File: src/rtl/fetch_unit_pkg.sv
// Shared types and constants for the instruction fetch unit.
// The enum includes an idle state used only between reset and the first fetch.
package fetch_unit_pkg;

    localparam int INSTR_W = 32;
    localparam int ADDR_W  = 64;
    localparam logic [ADDR_W-1:0] PC_INCR = 64'd4;

    typedef enum logic [1:0] {
        IDLE  = 2'd0,
        FETCH = 2'd1,
        HOLD  = 2'd2,
        DRAIN = 2'd3
    } fetch_state_t;

    // Redirect targets are forced onto a word boundary before entering the PC.
    function automatic logic [ADDR_W-1:0] align_word(input logic [ADDR_W-1:0] addr);
        return {addr[ADDR_W-1:2], 2'b00};
    endfunction

endpackage

File: src/rtl/fetch_unit_pc_reg.sv
// Program-counter register: asynchronous active-low reset to RESET_VAL,
// updated only when load_i is high.
module pc_reg #(
    parameter int             W         = 64,
    parameter logic [W-1:0]   RESET_VAL = '0
) (
    input  logic         clk,
    input  logic         rst_n,
    input  logic         load_i,
    input  logic [W-1:0] d_i,
    output logic [W-1:0] q_o
);

    always_ff @(posedge clk or negedge rst_n) begin
        if (!rst_n) begin
            q_o <= RESET_VAL;
        end else if (load_i) begin
            q_o <= d_i;
        end
    end

endmodule

File: src/rtl/fetch_unit.sv
// Single-outstanding-request instruction fetch unit with a one-entry
// holding register and redirect handling.
module fetch_unit
    import fetch_unit_pkg::*;
#(
    parameter logic [ADDR_W-1:0] PC_RESET = 64'h0
) (
    input  logic               clk,
    input  logic               reset,
    output logic               imem_req,
    output logic [ADDR_W-1:0]  imem_addr,
    input  logic               imem_valid,
    input  logic [INSTR_W-1:0] imem_rdata,
    output logic               instr_valid,
    output logic [INSTR_W-1:0] instr,
    output logic [ADDR_W-1:0]  instr_pc,
    input  logic               instr_ready,
    input  logic               branch_taken,
    input  logic [ADDR_W-1:0]  branch_target
);

    fetch_state_t        state_q;
    logic [INSTR_W-1:0]  instr_q;
    logic [ADDR_W-1:0]   instr_pc_q;
    logic [ADDR_W-1:0]   drain_addr_q;
    logic [ADDR_W-1:0]   pc_q;
    logic [ADDR_W-1:0]   pc_d;
    logic                pc_load;

    pc_reg #(
        .W         (ADDR_W),
        .RESET_VAL (PC_RESET)
    ) u_pc_reg (
        .clk    (clk),
        .rst_n  (reset),
        .load_i (pc_load),
        .d_i    (pc_d),
        .q_o    (pc_q)
    );

    // A redirect always wins over sequential advance; the latest one seen is kept.
    always_comb begin
        pc_load = 1'b0;
        pc_d    = pc_q;
        if (branch_taken) begin
            pc_load = 1'b1;
            pc_d    = align_word(branch_target);
        end else if (state_q == HOLD && instr_ready) begin
            pc_load = 1'b1;
            pc_d    = pc_q + PC_INCR;
        end
    end

    always_ff @(posedge clk or negedge reset) begin
        if (!reset) begin
            state_q      <= IDLE;
            instr_q      <= '0;
            instr_pc_q   <= '0;
            drain_addr_q <= '0;
        end else begin
            case (state_q)
                IDLE: begin
                    state_q <= FETCH;
                end
                FETCH: begin
                    if (branch_taken) begin
                        // Without a same-cycle response the old request is still in flight.
                        if (!imem_valid) begin
                            state_q      <= DRAIN;
                            drain_addr_q <= pc_q;
                        end
                    end else if (imem_valid) begin
                        instr_q    <= imem_rdata;
                        instr_pc_q <= pc_q;
                        state_q    <= HOLD;
                    end
                end
                HOLD: begin
                    if (branch_taken || instr_ready) begin
                        state_q <= FETCH;
                    end
                end
                DRAIN: begin
                    if (imem_valid) begin
                        state_q <= FETCH;
                    end
                end
                default: begin
                    state_q <= IDLE;
                end
            endcase
        end
    end

    assign imem_req    = (state_q == FETCH) || (state_q == DRAIN);
    assign imem_addr   = (state_q == DRAIN) ? drain_addr_q : pc_q;
    assign instr_valid = (state_q == HOLD);
    assign instr       = instr_q;
    assign instr_pc    = instr_pc_q;

endmodule

File: config.mk
export PLATFORM = sky130hd
export DESIGN_NAME = fetch_unit
export DESIGN_NICKNAME = d
export VERILOG_FILES = /design/src/rtl/fetch_unit_pkg.sv /design/src/rtl/fetch_unit_pc_reg.sv /design/src/rtl/fetch_unit.sv
export SDC_FILE = /design/constraint.sdc
export NUM_CORES = 1
export LEC_CHECK = 0
export ABC_AREA = 1
export CORE_MARGIN = 2
export CORE_UTILIZATION = 51
export CTS_CLUSTER_SIZE = 25
export DETAILED_ROUTE_END_ITERATION = 7
export PLACE_DENSITY = 0.81
export REMOVE_ABC_BUFFERS = 1
export SLEW_MARGIN = 10
export SYNTH_ARGS = -nofsm -noshare
export SYNTH_HDL_FRONTEND = slang
export SYNTH_HIERARCHICAL = 1
export SYNTH_SLANG_ARGS = --single-unit
File: constraint.sdc
create_clock -name clk -period 2.25 [get_ports clk]
set_clock_uncertainty 0.15 [all_clocks]
set_input_delay 0.45 -clock clk [delete_from_list [all_inputs] [get_ports clk]]
set_output_delay 0.45 -clock clk [all_outputs]
set_load 0.05 [all_outputs]
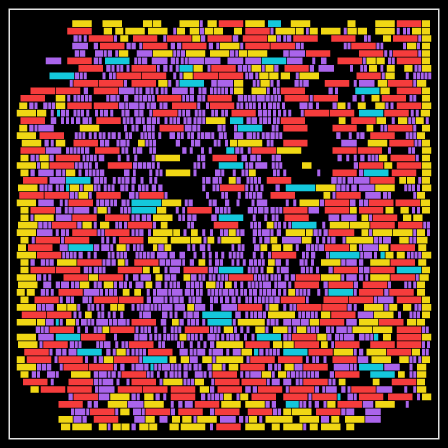
Figure 1: run 1, placed cells, one color a class.
| class | color | cells | share of their area |
|---|---|---|---|
| clock drivers and dummy loads | cyan | 42 | 4.9% |
| all other logic | purple | 1334 | 38% |
| other buffers and delay cells | yellow | 338 | 24% |
| flip-flops | red | 226 | 33% |

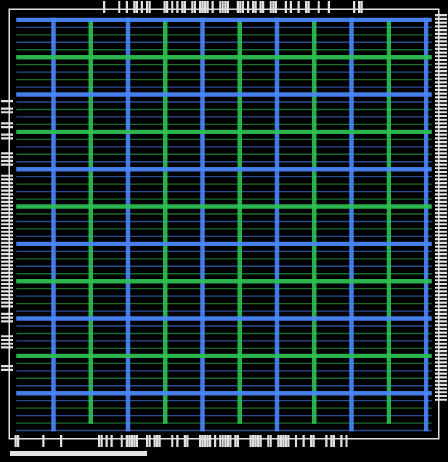
Figure 2: run 1, supply network.
The bar under the picture is 50 um long. Pins as bars on the die edge.
| net | color |
|---|---|
| VSS | blue |
| VDD | green |
met1 rails: 56
signal pins: 263
met4 straps: 11
met5 straps: 11
rows: 55

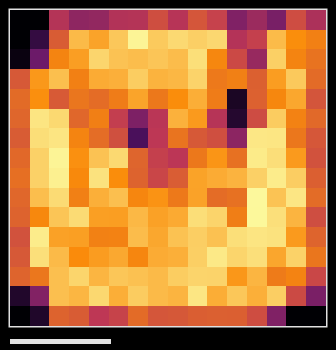
Figure 3: run 1, placement density heat map.
The bar under the picture is 50 um long. 16 x 16 tiles, from black (low) to pale yellow (high), 0 to 100% covered.
tiles over 75% full: 50%
nearly empty tiles: 2.3%
fullest tile: 99%
mean over tiles: 71%

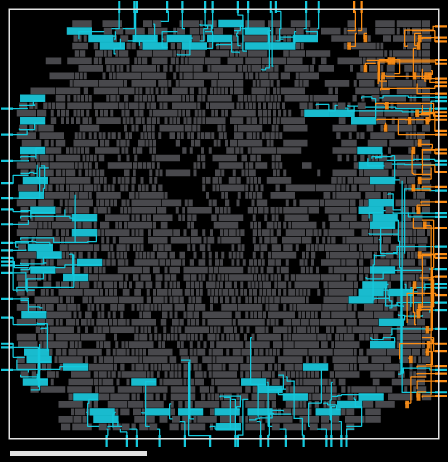
Figure 4: run 1, port wiring.
The bar under the picture is 50 um long.
| port | color | bits | direction | edge | end cells | buffers | wire |
|---|---|---|---|---|---|---|---|
| `instr_pc` | cyan | 64 | output | 18 west, 17 east, 16 south, 13 north | 64 | 64 | 2040 um |
| `imem_rdata` | orange | 32 | input | 30 east, 2 north | 32 | 32 | 777 um |

==> out/metrics.cfg, run 1 <==
[floorplan]
tap-cell-count = 285
floorplan.die.height_um = 155.9
rows = 55

[run]
max_cap_viol_count = 0

[sta]
layout_setup_ws_ns = -0.2272
rsz0062_at_grt = true
timing.final.setup_violations = 62

[final_layout]
layout-area-overhead-vs-synth_pct = 48.83
biggestCellCategory = combinational gates
final_design_area_no_fill_sq_mm = 0.01752
filler_cell_count = 1532
final_cells = 2227
layout.comb_gates.multi_input = 1226

[outcome]
result_of_the_run = finished, violations left
violations = negative setup slack

[worst_setup_path]
path_depth = 8
worst_ep_arrival_time_ns = 1.88
critical_path_type = flip-flop to output pin
timing.critical_path.to = imem_addr[16]
setup.worst_path.start_class = flip-flop
crit_family = buffers and inverters
ff2ff_setup_slack_ns = 0.05
depth_of_the_most_critical_reg_to_reg_path = 10

[grt]
grt_max_degree = 102
antenna_found_initial = 1
grt_pass1_wl_mm = 61.27

[routing]
viasPerCell = 5.609
wire_per_inst_um = 18.56

[synthesis]
synth.logic.top_family = simple AND/OR/NAND/NOR gates
yosys_warnings = 6
synth.cellmix.simpleShare_pct = 33.45
post_synth_fa_ha_maj_area_fraction_pct = 0.1063
yosysUniqueCellTypes = 32
yosysSeqAreaShare_pct = 48.05
netlist.area_leader.share_pct = 48.05

[clocking]
htree_levels = 1
clockBufferDepth = 3
clk-insertion-delay-late_ns = 0.54
cts_root_buffer = sky130_fd_sc_hd__clkbuf_16
cts_made_buffers = 25

[placed_design]
place.detailed.hpwl_mm = 25.31
post_dp_cell_area_sq_mm = 0.01557

[power_and_ir_drop]
share_of_power_burned_in_the_clock_network_pct = 16.4

## run 1: flip-flops by register name, summed over array words and instances, names as in the netlist
name / flops
drain_addr_q: 64
instr_pc: 64
u_pc_reg/q_o: 64
instr: 32
state_q: 2
## run 1: timing repair
action                                  CTS  global route
gates cloned                              5             7
hold buffers                              1             0
gates resized                           254           100
setup buffers                             7            10
endpoints found under the setup margin  159            85
hold endpoints to repair                 41             0
pin swaps                                 2            10
## run 1: layer usage
metal | up-vias | global-route usage, % | wire (um)
met2 | 673 | 52.40 | 19630
met4 | 0 | 12.15 | 1424
li1 | 5751 | - | -
met1 | 5939 | 39.82 | 16110
met5 | - | 0 | 0
met3 | 129 | 7.417 | 4164
==> inputs of run 2 (changes only) <==
--- a/config.mk
+++ b/config.mk
@@ -10,6 +10,7 @@
 export CORE_UTILIZATION = 51
 export CTS_CLUSTER_SIZE = 25
 export DETAILED_ROUTE_END_ITERATION = 7
+export HOLD_SLACK_MARGIN = 0.12
 export PLACE_DENSITY = 0.81
 export REMOVE_ABC_BUFFERS = 1
 export SLEW_MARGIN = 10
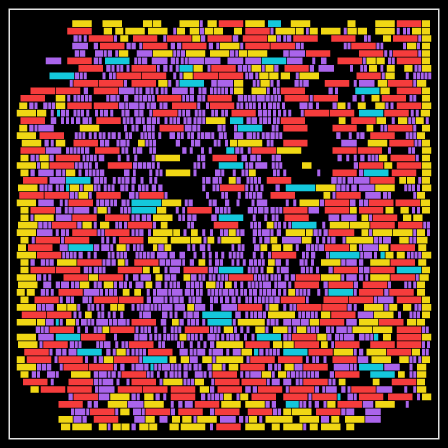
Figure 5: run 2, placed cells, one color a class.
| class | color | cells | share of their area |
|---|---|---|---|
| flip-flops | red | 226 | 33% |
| clock drivers and dummy loads | cyan | 42 | 4.9% |
| other buffers and delay cells | yellow | 338 | 24% |
| all other logic | purple | 1334 | 38% |

==> run 2 against run 1 <==
Against the previous run:
- the flow still finishes with violations (negative setup slack)
- highest routed layer unchanged
- critical endpoint unchanged
- critical path depth stayed put
- design area unchanged
- global-route usage unchanged
- worst setup slack unchanged
- sequential power about the same
- largest cell class unchanged
- die size unchanged
- area after synthesis is the same
- combinational power barely moved
- total power did not move
==> out/metrics.cfg, run 2 <==
[outcome]
result_of_the_run = finished, violations left
violations = negative setup slack

[final_layout]
layout-area-overhead-vs-synth_pct = 48.83  ; unchanged
final_cells = 2227  ; unchanged

[synthesis]
yosys_warnings = 6  ; unchanged
synth.logic.top_family = simple AND/OR/NAND/NOR gates
yosysUniqueCellTypes = 32  ; unchanged
netlist.area_leader.share_pct = 48.05  ; unchanged
post_synth_fa_ha_maj_area_fraction_pct = 0.1063  ; unchanged
yosysSeqAreaShare_pct = 48.05  ; unchanged

[routing]
viasPerCell = 5.609  ; unchanged
wl_met2_mm = 19.63  ; unchanged
met1Wirelength_mm = 16.11  ; unchanged
highest-signal-layer = met4
wire_per_inst_um = 18.56  ; unchanged

[worst_setup_path]
ff2ff_setup_slack_ns = 0.05  ; about the same
timing.critical_path.to = imem_addr[16]
path_depth = 8  ; unchanged
critical_path_type = flip-flop to output pin

[clocking]
cts_root_buffer = sky130_fd_sc_hd__clkbuf_16
cts_made_buffers = 25  ; unchanged
clk-insertion-delay-late_ns = 0.54  ; about the same
htree_levels = 1  ; unchanged
clockBufferDepth = 3  ; unchanged

[placed_design]
post_dp_cell_area_sq_mm = 0.01557  ; unchanged
place.detailed.hpwl_mm = 25.31  ; unchanged

[grt]
grt_pass1_wl_mm = 61.27  ; unchanged
groute.layer.met2.usage_pct = 52.40  ; unchanged
global_routing_usage_on_met1_pct = 39.82  ; unchanged
grt_max_degree = 102  ; unchanged
grtUsageMet3_pct = 7.417  ; unchanged

[sta]
timing.final.setup_violations = 62  ; unchanged
layout_setup_ws_ns = -0.2272  ; unchanged

[run]
max_cap_viol_count = 0  ; unchanged

[floorplan]
floorplan.die.height_um = 155.9  ; unchanged

==> run 2: report_power, final <==
group / total (mW) / internal [mW] / switching [mW]
clock network: 4.29 / 2.62 / 1.67
registers: 6.82 / 5.64 / 1.18
logic: 15.1 / 5.48 / 9.60
==> run 2: area by class of cell <==
cell class	count	share of cell area (%)
multi-input cells	1226	34.76
flip-flops and latches	226	32.29
repair buffers	338	23.66
clock buffers	34	3.993
inverters	108	2.414
well taps	285	2.036
clock inverters	8	0.8214
diodes	2	0.02857
==> run 2: what timing repair did <==
action / 4_1_cts / 5_1_grt
buffers inserted: 7 / 10
pin swaps: 2 / 10
gates cloned: 5 / 7
hold buffers: 1 / 0
setup endpoints to repair: 159 / 85
gates resized: 254 / 100
endpoints found under the hold margin: 170 / 0
Power and IR drop assume default switching activity.
